Design sar_code_decoder, sky130hd; sources not shown.
final_clocks.png
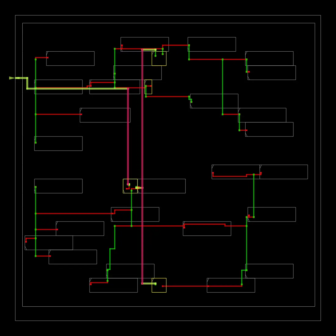
Seq cells: 27
Latency at later pin: 0.34 ns
cts bufs inserted: 3
# clk buffers: 4

metal_stack.png
Drawn at 4 px/um.
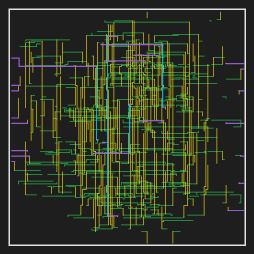
[purple] met3 | wire length: 112 um
[green] met1 | wire length: 1,330 um
[yellow] met2 | wire length: 1,670 um
[cyan] met4 | wire length: 91.1 um
All-Layer GR Usage: 0.198
wire per inst: 14.7 um
DR vias: 1,148
final wirelength: 3.21 mm

clock_map.png
Drawn at 8 px/um.
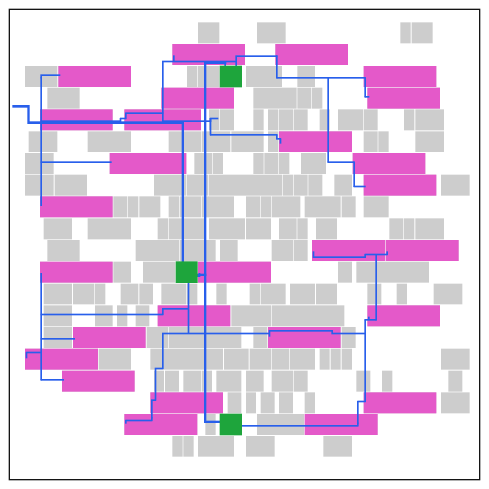
[green] cells driving clock nets | count: 3
[blue] clock wires | length: 360 um
[magenta] flip-flops | count: 27
routed clock nets: 4
flops lie: spread over the die

gate_families.png
Drawn at 4 px/um.
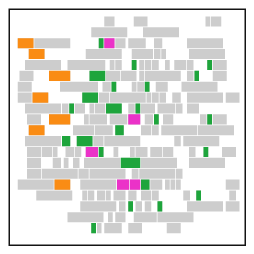
[green] NAND gates | cells: 24 | most used: nand2_1
[magenta] AND-OR and OR-AND gates | cells: 5 | most used: o21a_1
[orange] multiplexers | cells: 7 | most used: mux2_2
non-filler instance count after layout: 218
logic share of the area: 0.457
Top cell excl fill/tap: dfrtp_1

==> impl_metrics.csv <==
group,metric,value,unit
outcome,status,"finished, violations left",
sta,setup_viol,1,
clocking,cts.htree.levels,1,
sta,setup_slack,-0.0139,ns
placed_design,gp_congestion,0.839,
die,io_pins,29,
finish,design_area,1880,um^2
logic_synthesis,yosys.stat.chipArea,1440,um^2
clocking,cts_resized,15,
finish,area_growth,30.1,%
clocking,clockBufferDepth,2,
worst_hold_path,hp-class,"input pin to async pin",
placed_design,dpl_cell_area,1660,um^2
sta,tightestPinTransition,0.609,ns
setup_path,path_cells,"mux2_4 -> nand2_4 -> buf_4 -> ha_4 -> nor2b_1 -> o31a_1 -> o21a_2 -> o21a_1 -> o31ai_1",
logic_synthesis,simple_gate_share,0.144,
detailed_routing,vias_per_cell,5.27,
detailed_routing,drt-initial-drc-count,18,
clocking,clk_pin_slew,0.15,ns
detailed_routing,drc_errors,0,
finish,final_cell_mix,"dfrtp_1 (25), nand2_1 (16), clkdlybuf4s50_1 (16)",
sta,fin_crit_sh,1.01,
setup_path,required,2.56,ns
outcome,violations,"setup timing",
global_routing,grt_pass1_vias,1194,
sta,fmax,0.414,GHz
global_routing,met1_usage,0.231,
finish,comb_area,857,um^2
sta,rsz0062_at_grt,"yes",
logic_synthesis,yosys_warnings,0,
-- stage by stage --
step | hold slack (ns) | util | TNS (ns) | instances
after CTS | 0.338 | 0.584 | 0 | 216
after global routing | 0.370 | 0.615 | -0.592 | 218
after floorplan | -0.156 | - | 0 | 148
after global placement | 0.362 | 0.546 | -0.768 | 209
final | 0.316 | 0.615 | -0.0139 | 218
after detailed placement | 0.188 | 0.545 | -1.19 | 209
-- final cells by class --
class | count | share of cell area
Buffer | 5 | 0.0133
Clock buffer | 4 | 0.0140
Inverter | 8 | 0.0160
Multi-Input combinational cell | 108 | 0.457
Sequential cell | 27 | 0.361
Tap cell | 44 | 0.0293
Timing Repair Buffer | 22 | 0.109
-- critical path, delay by kind of cell (launching register included) --
kind / cells / cell delay, ns
fa+ha+maj: 1 / 0.20
mux: 1 / 0.32
compound gates: 4 / 0.92
buf+inv: 1 / 0.12
flops: 1 / 0.46
simple gates: 2 / 0.22
-- cell usage after synthesis, drive strengths merged, types with 4 or more instances --
cell type | number | area share
xnor2 | 4 | 0.024
a21oi | 9 | 0.031
o21ai | 15 | 0.052
dfrtp | 27 | 0.47
nor2 | 10 | 0.026
nand2 | 20 | 0.052
nor3 | 4 | 0.017
mux2 | 7 | 0.055
ha | 11 | 0.095
nand2b | 4 | 0.017
inv | 7 | 0.018
-- kinds of logic after synthesis --
family | count (synthesis)
adder cells (fa/ha/maj) | 11
buffers and inverters | 13
AND/OR/NAND/NOR | 45
XOR/XNOR | 6
multiplexers | 7
other | 1
flip-flops | 27
AND-OR/OR-AND | 38
